**Run 1: floorplan with the power grid**

Bar = 20 um. Pins as bars on the die edge.
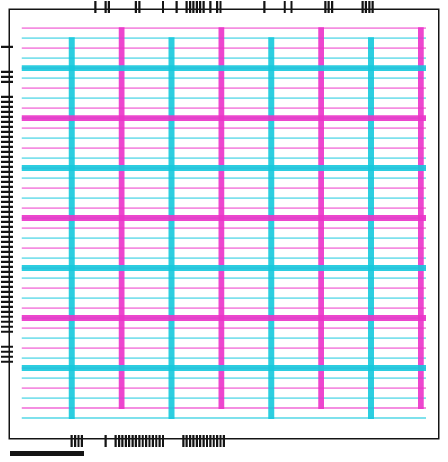
**Run 1: cells colored by class**

Bar = 20 um.
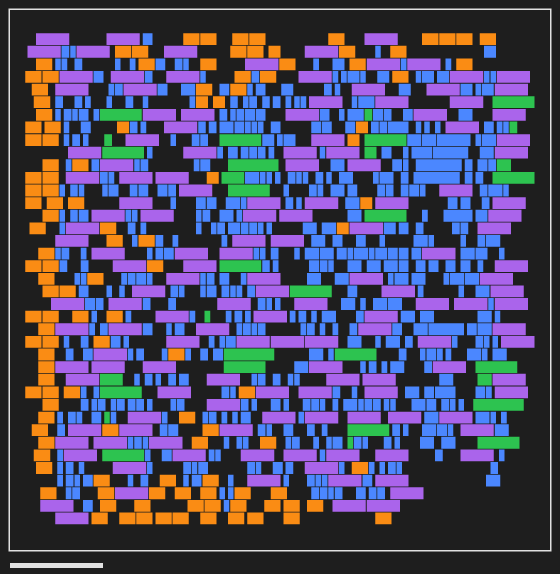
**Run 1: clock distribution**

Bar = 20 um.
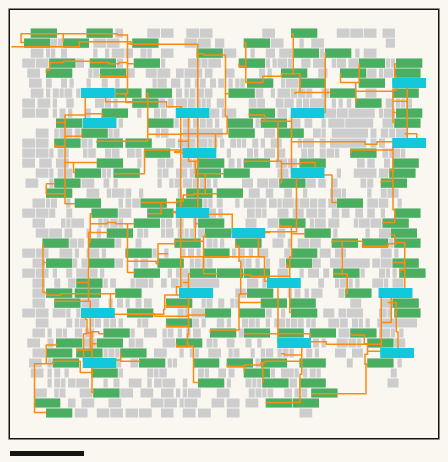
### src/rtl/riscv_pkg.sv
// Shared definitions for the result unloader: FSM state encoding and frame layout.
package riscv_pkg;

    typedef enum logic [2:0] {
        IDLE,
        HDR_RD,
        HDR_CAP,
        SEND,
        FETCH,
        FILL,
        SUM,
        FINISH
    } unload_state_t;

    // Words ahead of result[0] in a frame (the latched clock_count).
    localparam int FRAME_HDR_WORDS = 1;

endpackage

### src/rtl/result_unloader.sv
// Streams clock_count followed by result[0..rows-1] from data memory when the CPU signals done.
// Define UNLOAD_CHECKSUM_EN to append an XOR checksum word that carries out_last.
module result_unloader
    import riscv_pkg::*;
#(
    parameter int ADDR_W      = 10,
    parameter int RESULT_BASE = 512,
    parameter int MAX_ROWS    = 512
) (
    input  logic              clk,
    input  logic              reset,
    input  logic              done,
    input  logic [31:0]       clock_count,
    output logic              mem_rd_en,
    output logic [ADDR_W-1:0] mem_addr,
    input  logic [31:0]       mem_rd_data,
    output logic              out_valid,
    input  logic              out_ready,
    output logic [31:0]       out_data,
    output logic              out_last,
    output logic              busy,
    output logic              err
);

    unload_state_t r_state;
    logic          r_done_q;
    logic          r_arm;
    logic [31:0]   r_cc;
    logic [31:0]   r_rows;
    logic [31:0]   r_wcnt;
`ifdef UNLOAD_CHECKSUM_EN
    logic [31:0]   r_sum;
`endif

    logic              w_done_rise;
    logic              w_rows_bad;
    logic [ADDR_W-1:0] w_fetch_addr;

    // r_arm stays low until done has been seen low, so a level held through reset is not an edge.
    assign w_done_rise  = done & ~r_done_q & r_arm;
    assign w_rows_bad   = ($signed(mem_rd_data) < 0) || ($signed(mem_rd_data) > MAX_ROWS);
    // r_wcnt is the frame word just sent; the next result index wraps with the address width.
    assign w_fetch_addr = ADDR_W'(32'(RESULT_BASE) + r_wcnt + 32'd1 - 32'(FRAME_HDR_WORDS));
    assign busy         = (r_state != IDLE);

    always_ff @(posedge clk) begin
        if (reset) begin
            r_state   <= IDLE;
            r_done_q  <= 1'b0;
            r_arm     <= 1'b0;
            r_cc      <= '0;
            r_rows    <= '0;
            r_wcnt    <= '0;
`ifdef UNLOAD_CHECKSUM_EN
            r_sum     <= '0;
`endif
            mem_rd_en <= 1'b0;
            mem_addr  <= '0;
            out_valid <= 1'b0;
            out_data  <= '0;
            out_last  <= 1'b0;
            err       <= 1'b0;
        end else begin
            r_done_q <= done;
            r_arm    <= r_arm | ~done;
            case (r_state)
                IDLE: begin
                    if (w_done_rise) begin
                        r_cc      <= clock_count;
                        mem_rd_en <= 1'b1;
                        mem_addr  <= '0;
                        r_state   <= HDR_RD;
                    end
                end
                HDR_RD: begin
                    mem_rd_en <= 1'b0;
                    r_state   <= HDR_CAP;
                end
                HDR_CAP: begin
                    r_rows    <= mem_rd_data;
                    r_wcnt    <= '0;
`ifdef UNLOAD_CHECKSUM_EN
                    r_sum     <= '0;
`endif
                    out_valid <= 1'b1;
                    out_data  <= r_cc;
                    r_state   <= SEND;
                    if (w_rows_bad) begin
                        err      <= 1'b1;
                        out_last <= 1'b1;
                    end else begin
`ifdef UNLOAD_CHECKSUM_EN
                        out_last <= 1'b0;
`else
                        out_last <= (mem_rd_data == 32'd0);
`endif
                    end
                end
                SEND: begin
                    if (out_ready) begin
                        out_valid <= 1'b0;
                        if (out_last) begin
                            out_last <= 1'b0;
                            r_state  <= FINISH;
`ifdef UNLOAD_CHECKSUM_EN
                        end else if (r_wcnt == r_rows) begin
                            out_valid <= 1'b1;
                            out_data  <= r_sum;
                            out_last  <= 1'b1;
                            r_state   <= SUM;
`endif
                        end else begin
                            r_wcnt    <= r_wcnt + 32'd1;
                            mem_rd_en <= 1'b1;
                            mem_addr  <= w_fetch_addr;
                            r_state   <= FETCH;
                        end
                    end
                end
                FETCH: begin
                    mem_rd_en <= 1'b0;
                    r_state   <= FILL;
                end
                FILL: begin
                    out_data  <= mem_rd_data;
                    out_valid <= 1'b1;
`ifdef UNLOAD_CHECKSUM_EN
                    out_last  <= 1'b0;
                    r_sum     <= r_sum ^ mem_rd_data;
`else
                    out_last  <= (r_wcnt == r_rows);
`endif
                    r_state   <= SEND;
                end
`ifdef UNLOAD_CHECKSUM_EN
                SUM: begin
                    if (out_ready) begin
                        out_valid <= 1'b0;
                        out_last  <= 1'b0;
                        r_state   <= FINISH;
                    end
                end
`endif
                FINISH:  r_state <= IDLE;
                default: r_state <= IDLE;
            endcase
        end
    end

endmodule

### config.mk
export PLATFORM = sky130hd
export DESIGN_NAME = result_unloader
export DESIGN_NICKNAME = d
export VERILOG_FILES = /design/src/rtl/riscv_pkg.sv /design/src/rtl/result_unloader.sv
export SDC_FILE = /design/constraint.sdc
export NUM_CORES = 1
export LEC_CHECK = 0
export CORE_MARGIN = 3
export CORE_UTILIZATION = 50
export DETAILED_ROUTE_END_ITERATION = 8
export PLACE_DENSITY_LB_ADDON = 0.05
export SYNTH_ARGS = -nofsm -noshare
export SYNTH_HDL_FRONTEND = slang
export SYNTH_SLANG_ARGS = --single-unit
### constraint.sdc
create_clock -name clk -period 3.45 [get_ports clk]
set_input_delay 0.5175 -clock clk [delete_from_list [all_inputs] [get_ports clk]]
set_output_delay 0.5175 -clock clk [all_outputs]
set_load 0.01 [all_outputs]
==> results.txt, run 1 <==
yosys + openroad results -> Mapped Avg Cell Area 8.21 um2, Final WS setup 784 ps, Core ar. 11700 um2, Ports around 120, YS chip area roughly 6000 um2, remaining routing DRC violations 0, beginning of the worst hold path r_arm$_SDFF_PP0_, TritonRoute pass-1 iters 5, crit end category flop, PwrDens 546 nW/um2, DR vias 5630, final hold vios 0, Dominant flop cell dfxtp_1, Post-synth EDFFs 0, Hold Path Depth 2, slowest stage delay, CP 800 ps, number of port buffers 114, Post-Synthesis Cells 743, Post-Syn Nets 812, Post-Place Worst Slack around 800 ps, top cell family by delay on the critical path simple AND/OR/NAND/NOR gates, R2R depth 5, DR iter-0 viols 537, ys async rst share 0%, # Cells Yosys 743, Max-area cell share 48.3%, level count of the clock H-tree 4, top-count cell post-synth dfxtp_1, top cells, area dfxtp_1 48%, nand2_1 9.0%, a21oi_1 6.4%, nor2_1 5.2%, xnor2_1 4.9%, RR Endpoint mem_addr[0]$_SDFFE_PP0P_, largest net degree at the start of global routing between 60 and 70, final setup TNS 0 ps, Slew headroom between 40 and 50%, outcome completed, Synth Warn # 0, total track usage 26.4%, CTS Buf Count 17, # rows 39, non-filler cells, final 989, Buf/Inv on CP 1, yosys simple share 25.2%, Setup-failing EPs final 0, Distinct lib cells used approximately 44, Hold WS roughly 450 ps, ratio of cells with drive above 1 in the final layout about 5.8%, Leak 2.73 nW, worst setup path end mem_addr[0]$_SDFFE_PP0P_, tool warnings 26, slowest cell on the critical path dfxtp_1, fp util between 50% and 60%, Top Layout Cells 147 x dfxtp_1, 145 x nand2_1, 113 x clkdlybuf4s50_1, start point of the critical path r_state[0]$_SDFFE_PP0P_, Inst Count DP ~960, area of the die 13600 um2, Startpoint Class flop, Synth top cells by count 147 x dfxtp_1, 146 x nand2_1, 85 x nor2_1, Finished Cell Area 7870 um2, clock sink count around 150, Top cell excl fill/tap dfxtp_1, cts repair resizes 0, placed wire-length estimate about 12 mm, fill cell count 977, first-pass GRT wire length 27.8 mm, Setup CP Type flop to flop, routed wire length between 15 and 20 mm, Final nets 903, CP Max Fanout 16, Pwr Total 4.30 mW, crit path DAT about 2900 ps, MaxCap Viol Count 0, post-synth top area cell dfxtp_1, cell area after placement 7280 um2, CTS tree built, XORs/XNORs by Area 8.33%, IR drop worst, VDD 0.000329 V, most frequent CP cell nor2_1, initial antenna violation count 0, Die W 116 um, vias per inst 5.69, Crit. path cell count 5, Final Max Slew Viols 0, Max Root-Sink Buffers 2, Worst Max-Slew Pin Slew 751 ps, RSZ-0062 raised after global routing no, fmax around 0.38 GHz, CTS root buffer clkbuf_16, R2R setup slack just under 800 ps, Avg WL per Cell 17.6 um, hold worst-path end r_arm$_SDFF_PP0_, vias in the first global route between 5000 and 6000, Logic family by area simple AND/OR/NAND/NOR gates, ys flops 147, Hold WC Path Type flop to flop, GR Overflow Total 0, diodes inserted 0, Post-CTS Setup Inserts 0, Critical Path RT 3730 ps, Reg-to-Reg Start r_state[0]$_SDFFE_PP0P_, Final GP Congestion 0.864, Final Core Density between 60% and 70%, CP Cell Sequence clkinv_1 -> nor3_2 -> nor2_1 -> a22oi_1 -> nor2_1, Die Y-Extent 116 um, post-layout period usage 77.3%, Clock Pin Slew Worst Setup and Hold Paths 60 ps, area fraction in compound gates between 10 and 15%, fraction of the yosys area taken by sequential cells 48.3%, mux share 0.164%, CTS Hold Bufs 0, Adder Share, Synth less than 1%, Synth Cell Area 6100 um2, Tmin final 2670 ps, Syn-to-layout area delta 29.1%, antenna-violating nets left 0
About 'floorplan with the power grid':
| net | color |
|---|---|
| VDD | magenta |
| VSS | cyan |
rows: 39
met1 rails: 40
signal pins: 115
met5 straps: 7
met4 straps: 8

About 'cells colored by class':
| class | color | cells | share of their area |
|---|---|---|---|
| flops | purple | 147 | 38% |
| combinational and other logic | blue | 546 | 38% |
| clock drivers and dummy loads | green | 31 | 7.7% |
| other buffers and delay cells | orange | 122 | 16% |

About 'clock distribution':
[clock wires] orange | length: 1730 um
[flip-flops] green | count: 147
[clock drivers] cyan | count: 17
flops lie: all over the die
clock skew: 4.76 ps
clock share of power: 43.3%
Insertion Delay late pin: 420 ps
clk pwr: 1.86 mW

run 1: where the power goes:
group / total, mW / switching [mW] / internal [mW]
registers: 1.86 / 0.0713 / 1.79
clock network: 1.86 / 0.690 / 1.17
logic: 0.575 / 0.303 / 0.271
run 1: metal layers:
layer / part of all wire [%] / routed length (um) / GRT usage [%]
met5: 0 / 0 / 0
met4: 1.7 / 303 / 11.0
met3: 6.3 / 1090 / 6.48
met2: 46 / 8040 / 40.3
met1: 46 / 8000 / 36.0
run 1: layout make-up:
cell class	instances	area [um2]	area share (%)
clock buffers	22	464	5.90
clock inverters	9	130	1.65
inverters	6	22.5	0.286
multi-input cells	540	2940	37.3
flip-flops and latches	147	2940	37.4
well taps	143	179	2.27
repair buffers	122	1200	15.2
==> run 1 -> run 2 <==
==> constraint.sdc (replaced) <==
create_clock -name clk -period 2.5 [get_ports clk]
set_input_delay 0.375 -clock clk [delete_from_list [all_inputs] [get_ports clk]]
set_output_delay 0.375 -clock clk [all_outputs]
set_load 0.01 [all_outputs]
**Run 2: routing congestion**

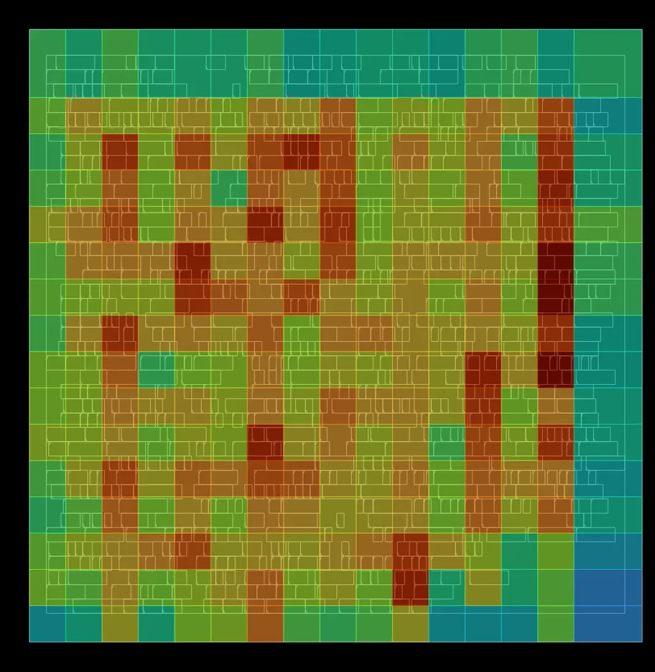
GR Util met2: 41.1%
met1 usage: 35.9%
grt peak-use layer: met2
GR Layer Usage met3: 8.45%

==> run 2 against run 1 <==
Against the previous run: critical path depth did not move; synthesized cell count did not move; sequential share of layout area fell by 0.95 points; clock skew rose by 0.53 ps; global-route usage rose by 0.48 points; cell count rose by 1.7%; hold slack improved by 2.4 ps; maximum frequency rose by 16%; flip-flop count did not move; routed wire length rose by 0.59%; critical endpoint is now r_wcnt[31]$_SDFFE_PP0P_; largest cell class unchanged; largest power group is now clock.
==> results.txt, run 2 <==
yosys + openroad results -> number of port buffers 114, CP Cell Sequence clkinv_1 -> nand2_2 -> nand2b_1 -> or4_1 -> nand2_1, vias per inst around 5.7, clock skew between 5 and 6 ps, crit path DAT 2670 ps, IR drop worst, VDD 0.000528 V, Clock Pin Slew Worst Setup and Hold Paths 60 ps, ys async rst share 0%, yosys simple share 25.2%, Setup CP Type flop to flop, Critical Path RT 2860 ps, Flop area 2940 um2, fill cell count 948, Insertion Delay late pin 410 ps, post-layout period usage 92.3%, Seq group between 2 and 3 mW, Final GP Congestion 0.861, clock sink count 147, R2R depth 5, Adder Share, Synth 0.205%, slowest stage delay, CP 590 ps, Hold WC Path Type flop to flop, Avg WL per Cell 17.4 um, CTS root buffer clkbuf_16, PwrDens ~770 nW/um2, tool warnings 28, Max Root-Sink Buffers 2, Reg-to-Reg Start r_state[0]$_SDFFE_PP0P_, worst setup path end r_wcnt[31]$_SDFFE_PP0P_, Distinct lib cells used 44, first-pass GRT wire length 28.2 mm, Worst Max-Slew Pin Slew 602 ps, CTS tree built, Core ar. 11700 um2, Crit. path cell count 5, Synth Cell Area 6100 um2, mux share 0.164%, placed wire-length estimate 12.1 mm, Top Layout Cells 147 x dfxtp_1, 145 x nand2_1, 113 x clkdlybuf4s50_1, initial antenna violation count 0, hold worst-path end r_arm$_SDFF_PP0_, clk pwr 2.81 mW, Final Max Slew Viols 0, RSZ-0062 raised after global routing no, area of the die ~14000 um2, Comb pwr share 13.2%, combinational gate area ~2900 um2, DR vias between 5000 and 6000, Syn-to-layout area delta 32.5%, start point of the critical path r_state[0]$_SDFFE_PP0P_, Max power group clock, diodes inserted 0, antenna-violating nets left 0, Post-synth EDFFs 0, R2R setup slack 190 ps, outcome completed, routed wire length about 18 mm, fmax between 0.4 and 0.5 GHz, Synth top cells by count 147 x dfxtp_1, 146 x nand2_1, 85 x nor2_1, fraction of the yosys area taken by sequential cells 48.3%, GR Overflow Total 0, fp util 52.3%, crit end category flop, switch share between 20% and 30%, CTS Hold Bufs 0, vias in the first global route between 5000 and 6000, Post-Syn Nets ~810, CP Max Fanout 16, DR iter-0 viols 517, total track usage 26.9%, Tmin final 2310 ps, area fraction in compound gates roughly 14%, top cells, area dfxtp_1 48%, nand2_1 9.0%, a21oi_1 6.4%, nor2_1 5.2%, xnor2_1 4.9%, CTS Buf Count 17, Buf/Inv on CP 1, Startpoint Class flop, Post-Place Worst Slack -39.2 ps, routed length on met3 1.31 mm, remaining routing DRC violations 0, largest net degree at the start of global routing 119, uppermost routed layer met4, # rows 39, Hold Path Depth 2, RR Endpoint r_wcnt[31]$_SDFFE_PP0P_, Top cell excl fill/tap dfxtp_1, # Cells Yosys between 700 and 800, XORs/XNORs by Area 8.33%, Synth Warn # 0, Leak ~2.8 nW, cell area after placement 7410 um2, Ports roughly 120, YS chip area 6100 um2, slowest cell on the critical path or4_1, MaxCap Viol Count 0, beginning of the worst hold path r_arm$_SDFF_PP0_, power in combinational cells 0.818 mW, clock share of power 45.4%, post-synth top area cell dfxtp_1, ys flops 147, top-count cell post-synth dfxtp_1, Logic family by area simple AND/OR/NAND/NOR gates, Internal 4.68 mW, Setup-failing EPs final 0, Max-area cell share 48.3%, Net Sw Power 1.51 mW, Dominant flop cell dfxtp_1, Post-Synthesis Cells 743, level count of the clock H-tree 4, Final nets 919, wire length on met2 a little over 8 mm, Reg power frac 41.4%, Final WS setup slightly below 200 ps, Pwr Total 6.19 mW, DRT met1 WL 7.70 mm, final hold vios 0, TritonRoute pass-1 iters 6, Slew headroom 59.8%, Mapped Avg Cell Area 8.21 um2, Finished Cell Area 8080 um2, top cell family by delay on the critical path simple AND/OR/NAND/NOR gates, Final Core Density between 60% and 70%, ratio of cells with drive above 1 in the final layout approximately 7.9%
**Run 2: floorplan with the power grid**

Bar = 20 um. Pins as bars on the die edge.
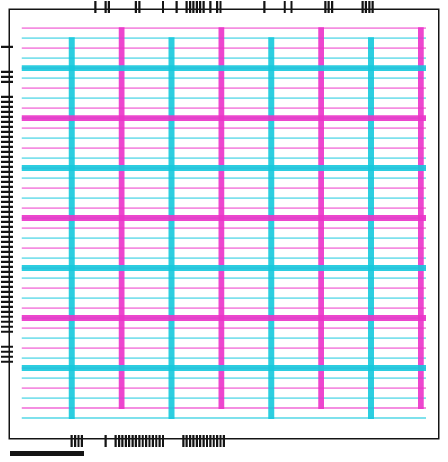
Die W: 116 um
Die Y-Extent: 116 um

[run 2: cell counts after synthesis]
No cell type changed its count.
[run 2: metrics by stage]
stage	cells	hold WS, ps	setup TNS, ps
final	1006	449	0
after global routing	1006	472	0
after CTS	1006	451	0
after detailed placement	974	443	-169
after global placement	974	433	0
after floorplan	743	426	0
[run 2: timing repair]
| item | 4_1_cts | 5_1_grt |
|---|---|---|
| resized | 0 | 1 |
| setup endpoints to repair | 0 | 2 |
| buffers inserted | 0 | 0 |
[run 2: cell type report]
type | count | area share [%]
Clock buffer | 20 | 5.65
Tap cell | 143 | 2.21
Timing Repair Buffer | 138 | 16.5
Sequential cell | 147 | 36.4
Clock inverter | 12 | 2.52
Inverter | 6 | 0.279
Multi-Input combinational cell | 540 | 36.4
Power figures rest on the tool's default switching activity, not on a simulated workload.
